$ cat config.mk
export PLATFORM = sky130hd
export DESIGN_NAME = button_dir_ctrl_flat
export DESIGN_NICKNAME = d
export VERILOG_FILES = /design/src/rtl/button_dir_ctrl_if.sv /design/src/rtl/button_dir_ctrl.sv /design/src/flat_wrapper.sv
export SDC_FILE = /design/constraint.sdc
export NUM_CORES = 1
export LEC_CHECK = 0
export CAP_MARGIN = 0
export CELL_PAD_IN_SITES_DETAIL_PLACEMENT = 0
export CELL_PAD_IN_SITES_GLOBAL_PLACEMENT = 2
export CORE_AREA = 5 5 87 89
export DETAILED_ROUTE_END_ITERATION = 6
export DIE_AREA = 0 0 92 94
export PLACE_DENSITY = 0.78
export SLEW_MARGIN = 40
export SYNTH_ARGS = -nofsm -noshare
export SYNTH_HDL_FRONTEND = slang
export SYNTH_HIERARCHICAL = 1
export SYNTH_SLANG_ARGS = --single-unit
$ cat constraint.sdc
create_clock -name CLOCK_50 -period 5.05 [get_ports CLOCK_50]
set_input_delay 1.01 -clock CLOCK_50 [delete_from_list [all_inputs] [get_ports CLOCK_50]]
set_output_delay 1.01 -clock CLOCK_50 [all_outputs]
set_load 0.02 [all_outputs]
$ cat src/rtl/button_dir_ctrl_if.sv
// rtl/button_dir_ctrl_if.sv - Push-button inputs and LED chaser control outputs of button_dir_ctrl
interface button_dir_ctrl_if;
    logic Key0;
    logic Key1;
    logic Right;
    logic Step;
    logic Running;

    modport master (output Key0, output Key1, input Right, input Step, input Running);
    modport slave  (input Key0, input Key1, output Right, output Step, output Running);
endinterface

$ cat src/rtl/button_dir_ctrl.sv
// rtl/button_dir_ctrl.sv - Debounced direction/pause buttons and step tick generator for an LED chaser
// Optional feature: define DIR_CTRL_PAUSE_EN to enable the Key1 pause/run button.
module button_dir_debounce #(
    parameter int DEBOUNCE_CYCLES = 1000000
) (
    input  logic i_clk,
    input  logic i_rst,
    input  logic i_key,
    output logic o_press
);
    localparam int CW = (DEBOUNCE_CYCLES > 1) ? $clog2(DEBOUNCE_CYCLES) : 1;

    typedef enum logic [1:0] {UP, WAIT_DOWN, DOWN, WAIT_UP} state_t;

    logic          r_sync1;
    logic          r_sync2;
    state_t        r_state;
    logic [CW-1:0] r_cnt;
    logic          r_press;
    logic          w_stable;

    // The cycle that left UP/DOWN already saw the new level, so the wait
    // states need DEBOUNCE_CYCLES-1 further stable cycles.
    assign w_stable = (int'(r_cnt) + 2 >= DEBOUNCE_CYCLES);

    always_ff @(posedge i_clk) begin
        if (i_rst) begin
            r_sync1 <= 1'b1;
            r_sync2 <= 1'b1;
            r_state <= UP;
            r_cnt   <= '0;
            r_press <= 1'b0;
        end else begin
            r_sync1 <= i_key;
            r_sync2 <= r_sync1;
            r_press <= 1'b0;
            r_cnt   <= '0;
            case (r_state)
                UP: begin
                    if (!r_sync2) r_state <= WAIT_DOWN;
                end
                WAIT_DOWN: begin
                    if (r_sync2) begin
                        r_state <= UP;
                    end else if (w_stable) begin
                        r_state <= DOWN;
                        r_press <= 1'b1;
                    end else begin
                        r_cnt <= r_cnt + 1'b1;
                    end
                end
                DOWN: begin
                    if (r_sync2) r_state <= WAIT_UP;
                end
                WAIT_UP: begin
                    if (!r_sync2) begin
                        r_state <= DOWN;
                    end else if (w_stable) begin
                        r_state <= UP;
                    end else begin
                        r_cnt <= r_cnt + 1'b1;
                    end
                end
                default: r_state <= UP;
            endcase
        end
    end

    assign o_press = r_press;
endmodule

module button_dir_ctrl #(
    parameter int DEBOUNCE_CYCLES = 1000000,
    parameter int TICK_DIV        = 25000000
) (
    input logic               CLOCK_50,
    input logic               Reset,
    button_dir_ctrl_if.slave  bus
);
    localparam int TW = $clog2(TICK_DIV);
    localparam logic [TW-1:0] TICK_LAST = TW'(TICK_DIV - 1);

    logic          w_press0;
    logic          w_running;
    logic          r_right;
    logic          r_step;
    logic [TW-1:0] r_tick;

    button_dir_debounce #(.DEBOUNCE_CYCLES(DEBOUNCE_CYCLES)) u_key0 (
        .i_clk   (CLOCK_50),
        .i_rst   (Reset),
        .i_key   (bus.Key0),
        .o_press (w_press0)
    );

`ifdef DIR_CTRL_PAUSE_EN
    logic w_press1;
    logic r_running;

    button_dir_debounce #(.DEBOUNCE_CYCLES(DEBOUNCE_CYCLES)) u_key1 (
        .i_clk   (CLOCK_50),
        .i_rst   (Reset),
        .i_key   (bus.Key1),
        .o_press (w_press1)
    );

    always_ff @(posedge CLOCK_50) begin
        if (Reset) begin
            r_running <= 1'b1;
        end else if (w_press1) begin
            r_running <= ~r_running;
        end
    end

    assign w_running = r_running;
`else
    logic w_unused_key1;
    assign w_unused_key1 = bus.Key1;
    assign w_running     = 1'b1;
`endif

    // Step uses the Running value of the terminal-count cycle, so a pause
    // landing on that cycle still lets the pending Step out.
    always_ff @(posedge CLOCK_50) begin
        if (Reset) begin
            r_right <= 1'b1;
            r_step  <= 1'b0;
            r_tick  <= '0;
        end else begin
            if (w_press0) r_right <= ~r_right;
            r_step <= w_running && (r_tick == TICK_LAST);
            if (w_running) begin
                r_tick <= (r_tick == TICK_LAST) ? '0 : r_tick + 1'b1;
            end
        end
    end

    assign bus.Right   = r_right;
    assign bus.Step    = r_step;
    assign bus.Running = w_running;
endmodule

$ cat src/flat_wrapper.sv
// flat-port wrapper written by rule: the top's interface ports become plain ports
module button_dir_ctrl_flat 
#(
    parameter int DEBOUNCE_CYCLES = 1000000,
    parameter int TICK_DIV        = 25000000
)
  (CLOCK_50, Reset, bus_Key0, bus_Key1, bus_Right, bus_Step, bus_Running);
  button_dir_ctrl_if bus_i ();
  input logic CLOCK_50;
  input logic Reset;
  input wire logic [$bits(bus_i.Key0)-1:0] bus_Key0;
  input wire logic [$bits(bus_i.Key1)-1:0] bus_Key1;
  output wire logic [$bits(bus_i.Right)-1:0] bus_Right;
  output wire logic [$bits(bus_i.Step)-1:0] bus_Step;
  output wire logic [$bits(bus_i.Running)-1:0] bus_Running;
  assign bus_i.Key0 = bus_Key0;
  assign bus_i.Key1 = bus_Key1;
  assign bus_Right = bus_i.Right;
  assign bus_Step = bus_i.Step;
  assign bus_Running = bus_i.Running;
  button_dir_ctrl #(.DEBOUNCE_CYCLES(DEBOUNCE_CYCLES), .TICK_DIV(TICK_DIV)) u_core (.CLOCK_50(CLOCK_50), .Reset(Reset), .bus(bus_i));
endmodule
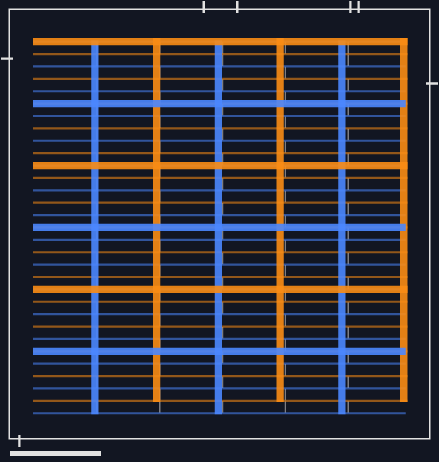
run_1/floorplan.png
Bar = 20 µm. Pins as bars on the die edge. Tap cells in grey.
Key: orange = VDD; blue = VSS
31 met1 rails follow the rows. 7 signal pins sit on the boundary. The core has 30 rows. 80 tap cells. 6 straps on met5.

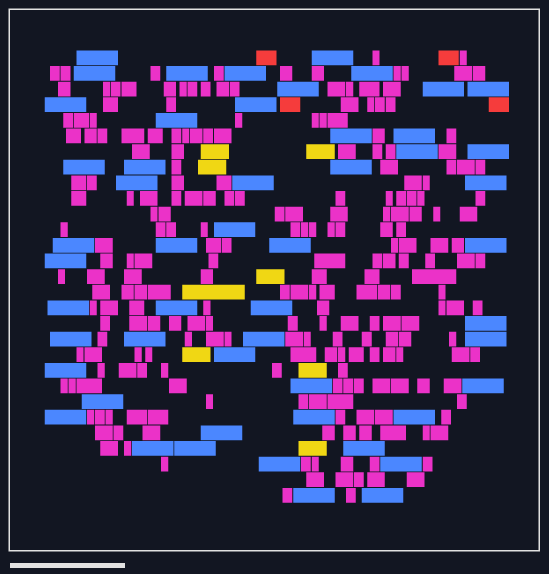
run_1/class_map.png
Bar = 20 µm.
Key: yellow = clock drivers and dummy loads [cells 8]; magenta = remaining logic cells [cells 239]; blue = registers [cells 52]; red = remaining buffers and delay cells [cells 4]
fin area: 2810 µm²
Core ar.: 6680 µm²
Seq area share: 37.1%
Util after Layout: 42.0%
placement row count: 30

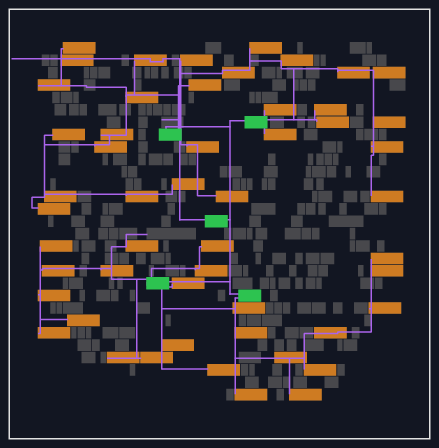
run_1/clock_wires.png
Key: green = clock-net drivers [count 5]; purple = clock wires [length 708 µm]; orange = flip-flops [count 52]
Position of the flops: all over the die.

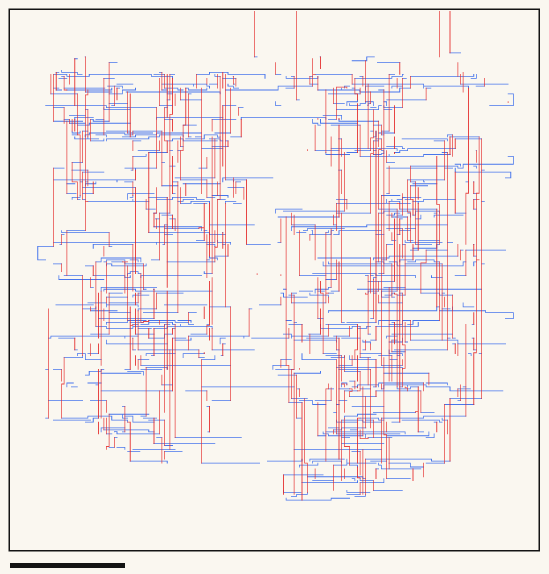
run_1/layers.png
Bar = 20 µm. Only two layers are drawn.
Key: blue = M1 [wire length 2,590 µm]; red = M2 [wire length 2,470 µm]

==> results.txt, run 1 <==
flow finished, numbers: # DRC=0, maximum number of pins on one net before global-route repair=26, comb area leader=simple AND/OR/NAND/NOR gates, TritonRoute pass-1 iters=4, Final WS setup=2.04 ns, Setup crit start=u_core/u_key0/r_cnt[1], Die Area=8650 µm², gr usage total=13.1%, initial drt markers=51, Die Span Y=94 µm, CTS Root Cell=clkbuf_8, Max VDD drop=127 µV, cell taking the most area after synthesis=dfxtp_1, P_leak=0.869 nW, GP Congestion=0.745, maximum root-to-sink buffer count=2, hold path cells=1, Tightest Pin Transition=0.690 ns, clock slew at reported path FFs=0.09 ns, cell count after synthesis=309, Hold Slack=0.420 ns, # H-tree levels=2, Synth Net Count=317, status=completed, dpl hpwl=3590 µm, PnR Total Power=0.743 mW, Die X=92 µm, simple share=31.1%, final hold viol count=0, count leader, synth=dfxtp_1, XORs/XNORs by Area=11.7%, main flop type=dfxtp_1, TritonCTS Buffers=5, power density of the placed cells=265 nW/µm², post-CTS resize count=0, layout cells sized above 1=6.93%, clk sink count=52, reg2reg start=u_core/u_key0/r_cnt[1], OpenROAD warnings=30, setup TNS=0 ns, Routed WL=5250 µm, Max Clk Rate=332 MHz, kind of end point of the critical path=register, via count=2,103, CP required=5.21 ns, first-pass GRT wire length=9290 µm, Critical Path AT=3.17 ns, port bufs=4, ys flops=52, CP Class=reg -> reg, number of diodes=0, final std cells w/o fill=383, Top cell area share=39.6%, synthesis area per yosys=2630 µm², HP Class=reg -> reg, RSZ-0062 raised after global routing=no, ANT nets after route=0, DP Cell Count=375, cell total in the yosys stat output=309, Max FO, Critical Path=21, Top cells by area=dfxtp_1, xnor2_1, xor2_1
## run 1: power by group
| part | total, mW | internal, mW | switching [mW] |
|---|---|---|---|
| Sequential | 0.416 | 0.413 | 0.00329 |
| Clock | 0.313 | 0.175 | 0.138 |
| Combinational | 0.0135 | 0.00503 | 0.00849 |
| Total | 0.743 | 0.593 | 0.149 |
## run 1: critical path, cell delays in order (launching register included)
cell	delay [ns]
dfxtp_1	0.51
ha_1	0.32
nand3_1	0.14
or2_1	0.25
or4_1	0.53
a221oi_2	0.32
o211a_1	0.65
o32ai_1	0.15
## run 1: cell type report
class	count	area share [%]
Clock inverter	1	1.07
Sequential cell	52	37.1
Multi-Input combinational cell	229	52.1
Clock buffer	7	3.43
Timing Repair Buffer	4	1.43
Tap cell	80	3.57
Inverter	10	1.34
## run 1: state kept, by name, indices dropped and copies added, names as in the netlist, named ones only
name,cells
u_core/r_tick,25
u_core/u_key0/r_sync2,1
u_core/bus.Right,1
u_core/u_key0/r_sync1,1
u_core/bus.Step,1
u_core/u_key0/r_state,1
u_core/u_key0/r_cnt,20
u_core/u_key0/o_press,1
## run 1: cell usage in the layout (no fill, tap or decap), types with 3 or more instances in the layout
cell,count
nand2_1,16
nor3_1,27
nor4_1,4
and4_1,6
nand4_1,12
and3_1,4
xor2_1,17
or4_1,5
or3_1,7
xnor2_1,18
nand3_1,21
o31ai_1,5
inv_1,10
o21ai_0,9
dfxtp_1,52
clkbuf_8,7
a211o_1,3
nor2_1,28
clkdlybuf4s50_1,4
a21oi_1,13
ha_1,4
## run 1: layer usage
| layer | share of wire, % | track usage (%) | routed length [µm] |
|---|---|---|---|
| met1 | 49 | 16.2 | 2590 |
| met3 | 2.1 | 2.88 | 110 |
| met4 | 1.4 | 4.46 | 72 |
| met5 | 0 | 0 | 0 |
| met2 | 47 | 22.6 | 2470 |
run_1/placed.png
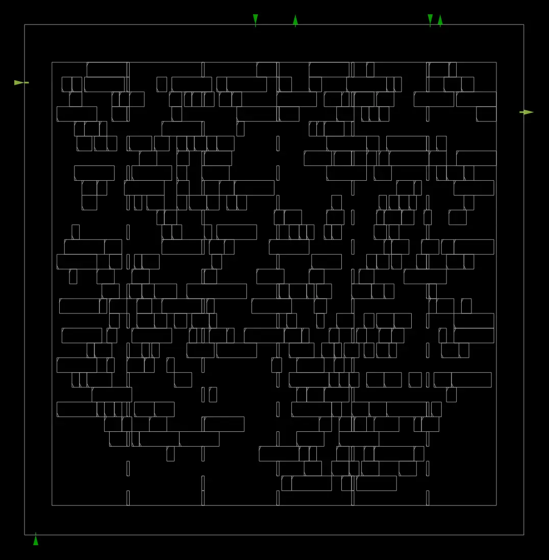

==> run 2, diff against run 1 <==
CORE_AREA = 5 5 90 92   (was 5 5 87 89)
DIE_AREA = 0 0 95 97   (was 0 0 92 94)
PLACE_DENSITY = 0.74   (was 0.78)
clock period = 2.9 ns   (was 5.05 ns; I/O delays follow)
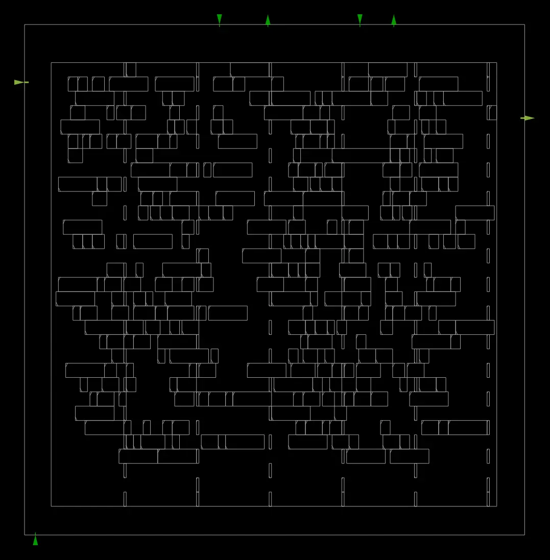
run_2/placed.png
FFs & Latches: 52
Util after Layout: 40.2%
# fillers: 739
Core ar.: 7140 µm²

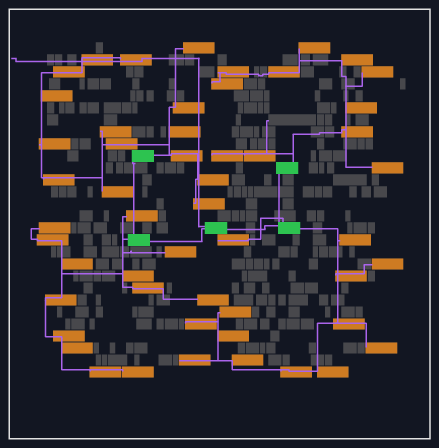
run_2/clock_wires.png
Key: green = clock-net drivers [count 5]; orange = flip-flops [count 52]; purple = clock wires [length 694 µm]
There are 6 routed clock nets.
clk_skew: 0.00729 ns
worst-skew pair later-pin latency: 0.30 ns
power of the clock network: 0.540 mW
Clk network pwr share: 42.0%

==> results.txt, run 2 <==
flow finished, numbers: Synth top cells by count=dfxtp_1, nor2_1, nor3_1, CP peak stage delay=0.53 ns, routed len/inst=12.8 µm, busiest grt layer=met2, max reg flops=25, fin area=2870 µm², nets=316, layout cells sized above 1=8.41%, GP Congestion=0.737, dpl hpwl=3700 µm, Setup WS pre-CTS=0.496 ns, kind of end point of the critical path=register, cell total in the yosys stat output=309, gr usage total=12.2%, Top cells by area=dfxtp_1, xnor2_1, xor2_1, TritonCTS clock tree=yes, ys flops=52, Final WS setup=0.453 ns, RSZ-0062 raised after global routing=no, Max VDD drop=265 µV, port bufs=4, Synth Warn #=6, Critical Path AT=2.63 ns, sequential share of the synthesized area=39.6%, status=completed, P_leak=0.900 nW, placement row count=31, synthesis area per yosys=2630 µm², met3 Usage GRT=2.56%, Slowest-stage cell, CP=or4_1, register area=1040 µm², synthesized area=2630 µm², final hold viol count=0, vias in the first global route=1,889, CP bufs+invs=1, CP cell instances=ha_1 -> nand3_1 -> or2_1 -> or4_1 -> a221oi_2 -> o211a_1 -> buf_4 -> o32ai_1, Final setup viols=0, TritonCTS Buffers=5, count leader, synth=dfxtp_1, post-CTS resize count=0, power density of the placed cells=449 nW/µm², final critical-path required period=2.45 ns, clk sink count=52, Largest regs=u_core/r_tick x25, u_core/u_key0/r_cnt x20, via/cell ratio=5.07, cell taking the most area after synthesis=dfxtp_1, post-synth cell types=47, number of diodes=0, routed length on met1=2630 µm, maximum root-to-sink buffer count=2, routing usage on met2=19.0%, initial drt markers=53, MI comb area=1460 µm², Mean Syn Cell Area=8.50 µm², Die X=95 µm, Die Area=9220 µm², Core Util at FP=36.8%, placed inst area=2740 µm², count of library flops with an enable pin=0, Top cell excl fill/tap=dfxtp_1, Hold Slack=0.415 ns, Top Layout Cells=dfxtp_1, nor2_1, nor3_1, # IOs=7, Max FO, Critical Path=10, maxcap violations=0, Area Overhead vs Synth=9.19%, Critical Path Start Type=register, fin crit share=84.4%, CP delay by family, top=simple AND/OR/NAND/NOR gates, Max Clk Rate=409 MHz, CTS Hold Bufs=0, CTS Root Cell=clkbuf_8, OpenROAD warnings=30, cell count after synthesis=309, via count=2,068, gr ovfl total=0, maximum number of pins on one net before global-route repair=26, initial antenna violation count=0, Reg with most FFs=u_core/r_tick, ys async rst share=0%, # H-tree levels=2, Synth Net Count=317, clock slew at reported path FFs=0.10 ns, Top cell area share=39.6%, Tightest Pin Transition=0.599 ns, HP Class=reg -> reg, CP Class=reg -> reg, Routed WL=5230 µm, top sig layer=met4, TritonRoute pass-1 iters=4, CP required=3.08 ns, main flop type=dfxtp_1, met1 Usage GRT=16.5%, metal2 WL=2430 µm, slew margin rel.=59.7%, Die Span Y=97 µm, first-pass GRT wire length=9190 µm, ANT nets after route=0, post-CTS setup buffers=0, # DRC=0, Pins Over Slew Limit=0, setup TNS=0 ns, met3 wire length=91 µm
## run 2: worst reg2reg max path, cell delays in order, from the launching register on
cell,delay [ns]
dfxtp_1,0.44
ha_1,0.20
nand3_1,0.11
or2_1,0.26
or4_1,0.53
a221oi_2,0.32
o211a_1,0.21
buf_4,0.17
o32ai_1,0.09
## run 2: where the power goes
group | internal (mW) | total, mW | switching (mW)
logic | 0.00880 | 0.0232 | 0.0144
registers | 0.719 | 0.725 | 0.00548
clock network | 0.305 | 0.540 | 0.236
total | 1.03 | 1.29 | 0.256
## run 2: logic make-up after synthesis
| group | count (synthesis) | share of synthesized area (%) |
|---|---|---|
| AND/OR/NAND/NOR | 148 | 31.1 |
| XOR/XNOR | 35 | 11.7 |
| buffers and inverters | 28 | 5.00 |
| flip-flops | 52 | 39.6 |
| adder cells (fa/ha/maj) | 4 | 1.90 |
| multiplexers | 1 | 0.381 |
| other | 1 | 0.143 |
| AND-OR/OR-AND | 40 | 10.1 |
## run 2: worst paths after layout
check	end	depth (start not counted)	start	slack (ns)
min reg2reg	u_core/u_key0/r_sync2	1	u_core/u_key0/r_sync1	0.42
min	u_core/u_key0/r_sync2	1	u_core/u_key0/r_sync1	0.42
max reg2reg	u_core/u_key0/r_state[0]	8	u_core/u_key0/r_cnt[2]	0.45
max	u_core/u_key0/r_state[0]	8	u_core/u_key0/r_cnt[2]	0.45
## run 2: layout make-up
class,instances,share of cell area (%)
Sequential cell,52,36.3
Inverter,10,1.31
Timing Repair Buffer,10,2.97
Multi-Input combinational cell,229,50.7
Tap cell,99,4.32
Clock buffer,7,3.36
Clock inverter,1,1.05
## run 2: through the flow
stage / power (mW) / std cells
after floorplan: 0.758 / 309
after global placement: 0.765 / 400
after detailed placement: 0.765 / 400
after CTS: 1.31 / 408
after global routing: 1.35 / 408
final: 1.29 / 408
run_2/floorplan.png
Bar = 20 µm. Pins as bars on the die edge. Tap cells in grey.
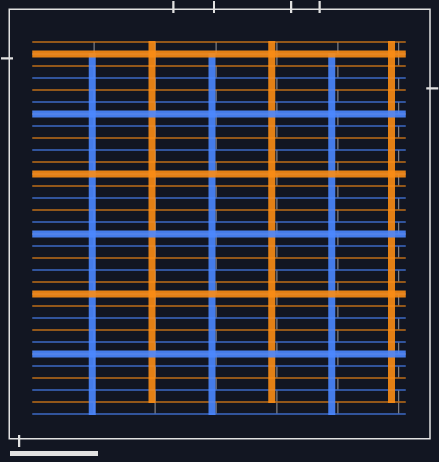

==> run 3, diff against run 2 <==
CORE_AREA = 5 5 94 96   (was 5 5 90 92)
DIE_AREA = 0 0 99 101   (was 0 0 95 97)
PLACE_DENSITY = 0.71   (was 0.74)
clock period = 2.2 ns   (was 2.9 ns; I/O delays follow)
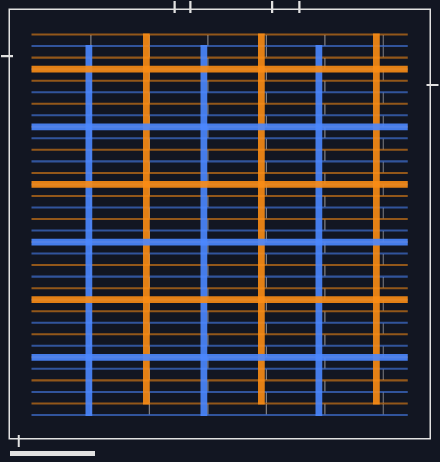
run_3/floorplan.png
Bar = 20 µm. Pins as bars on the die edge. Tap cells in grey.
Key: orange = VDD; blue = VSS
105 tap cells. 6 straps on met4. 34 met1 rails follow the rows. 6 straps on met5. The core has 33 rows.
Die Span Y: 101 µm
Core ar.: 7970 µm²

==> results.txt, run 3 <==
flow finished, numbers: Max Clk Rate=472 MHz, Final setup viols=0, Synth Net Count=317, count leader, synth=dfxtp_1, Die X=99 µm, TritonCTS Buffers=5, routing usage on met2=22.1%, Max FO, Critical Path=6, Max VDD drop=229 µV, cell count after synthesis=309, clock slew at reported path FFs=0.09 ns, Synth top cells by count=dfxtp_1, nor2_1, nor3_1, CP delay by family, top=simple AND/OR/NAND/NOR gates, leading power group=registers, # H-tree levels=2, register area=1050 µm², metal2 WL=2960 µm, clk sink count=52, Comb power=0.0348 mW, OpenROAD warnings=31, Slowest-stage cell, CP=or4_4, maxcap violations=0, ys flops=52, ys async rst share=0%, cell taking the most area after synthesis=dfxtp_1, MI comb area=1540 µm², gr usage total=12.6%, # DRC=0, worst-skew pair later-pin latency=0.31 ns, Routed WL=5810 µm, area fraction in mux cells=0.381%, switching fraction of total power=22.6%, RSZ-0062 raised after global routing=yes, power density of the placed cells=483 nW/µm², Die Area=10000 µm², CTS Root Cell=clkbuf_8, fin crit share=96.3%, area fraction in compound gates=10.1%, Adder Area Share=1.90%, HP Class=reg -> reg, Util after Layout=39.6%, P_leak=1.06 nW, initial antenna violation count=0, Top Layout Cells=dfxtp_1, buf_4, nor2_1, gr ovfl total=0, Seq pwr share=62.8%, synthesis area per yosys=2630 µm², Clk network pwr share=35.0%, post-synth cell types=47, dpl hpwl=4130 µm, met3 Usage GRT=2.28%, CP Class=reg -> reg, synthesized area=2630 µm², count of library flops with an enable pin=0, power of the clock network=0.532 mW, Area Overhead vs Synth=20.0%, Synth Warn #=6, sequential share of the synthesized area=39.6%, status=completed, Comb pwr share=2.3%, CP cell instances=and4_4 -> nand4_4 -> or4_4 -> a221oi_4 -> o211a_4 -> buf_6 -> o32ai_2, internal power=1.18 mW, Mean Syn Cell Area=8.50 µm², initial drt markers=55, via count=2,267, first-pass GRT wire length=10,300 µm, simple share=31.1%, DP Cell Count=431, placement row count=33, main flop type=dfxtp_1, Core Util at FP=33.0%, final std cells w/o fill=442, Pins Over Slew Limit=0, comb area leader=simple AND/OR/NAND/NOR gates, XORs/XNORs by Area=11.7%, GP Congestion=0.766, vias in the first global route=2,218, CP required=2.39 ns, Top cells by area=dfxtp_1, xnor2_1, xor2_1, maximum root-to-sink buffer count=2, Seq group=0.955 mW
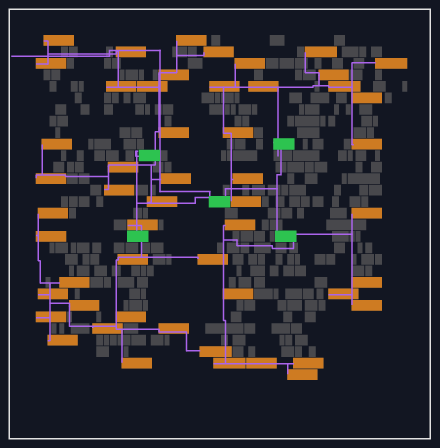
run_3/clock_wires.png
Key: green = clock-net drivers [count 5]; orange = flip-flops [count 52]; purple = clock wires [length 701 µm]
There are 6 routed clock nets.

run 3: cell types whose count changed in the layout (fill, tap and decap cells not counted), sizes merged:
cell and change:
clkbuf -2, buf +29, clkinvlp +1, clkinv +1, bufinv -1
run 3: cell type report:
class / count / area share, %
multi-input cells: 229 / 48.9
flip-flops and latches: 52 / 33.2
repair buffers: 39 / 9.96
well taps: 105 / 4.17
clock buffers: 5 / 2.18
inverters: 10 / 1.19
clock inverters: 2 / 0.397
run 3: timing repair:
item                                    in CTS  in global routing
endpoints found under the setup margin      23                 23
pin swaps                                    7                  3
hold endpoints to repair                     0                  0
buffers inserted                             2                  1
gates resized                               14                 11
cloned                                       2                  0
run 3: worst paths after layout:
check / from / endpoint / slack, ns / cells past startpoint
max: u_core/u_key0/r_cnt[12] / u_core/u_key0/r_state[0] / 0.08 / 7
min: u_core/u_key0/r_sync1 / u_core/u_key0/r_sync2 / 0.42 / 1
max reg2reg: u_core/u_key0/r_cnt[12] / u_core/u_key0/r_state[0] / 0.08 / 7
min reg2reg: u_core/u_key0/r_sync1 / u_core/u_key0/r_sync2 / 0.42 / 1
run 3: cell families after synthesis:
kind of cell             Yosys count
buffers and inverters             28
XOR/XNOR                          35
multiplexers                       1
flip-flops                        52
adder cells (fa/ha/maj)            4
AND/OR/NAND/NOR                  148
other                              1
AND-OR/OR-AND                     40
run 3: per-stage QoR:
stage	total power [mW]	hold WS [ns]	setup WS, ns	instance area (µm²)
finish	1.52	0.417	0.0810	3150
global route	1.62	0.439	-0.00216	3150
CTS	1.56	0.420	0.0101	3110
detailed placement	1.01	0.396	-0.0898	2950
global placement	1.01	0.394	-0.0758	2950
floorplan	0.999	0.389	0.0107	2640
No activity file was given, so power comes from the tool's default toggle rates.
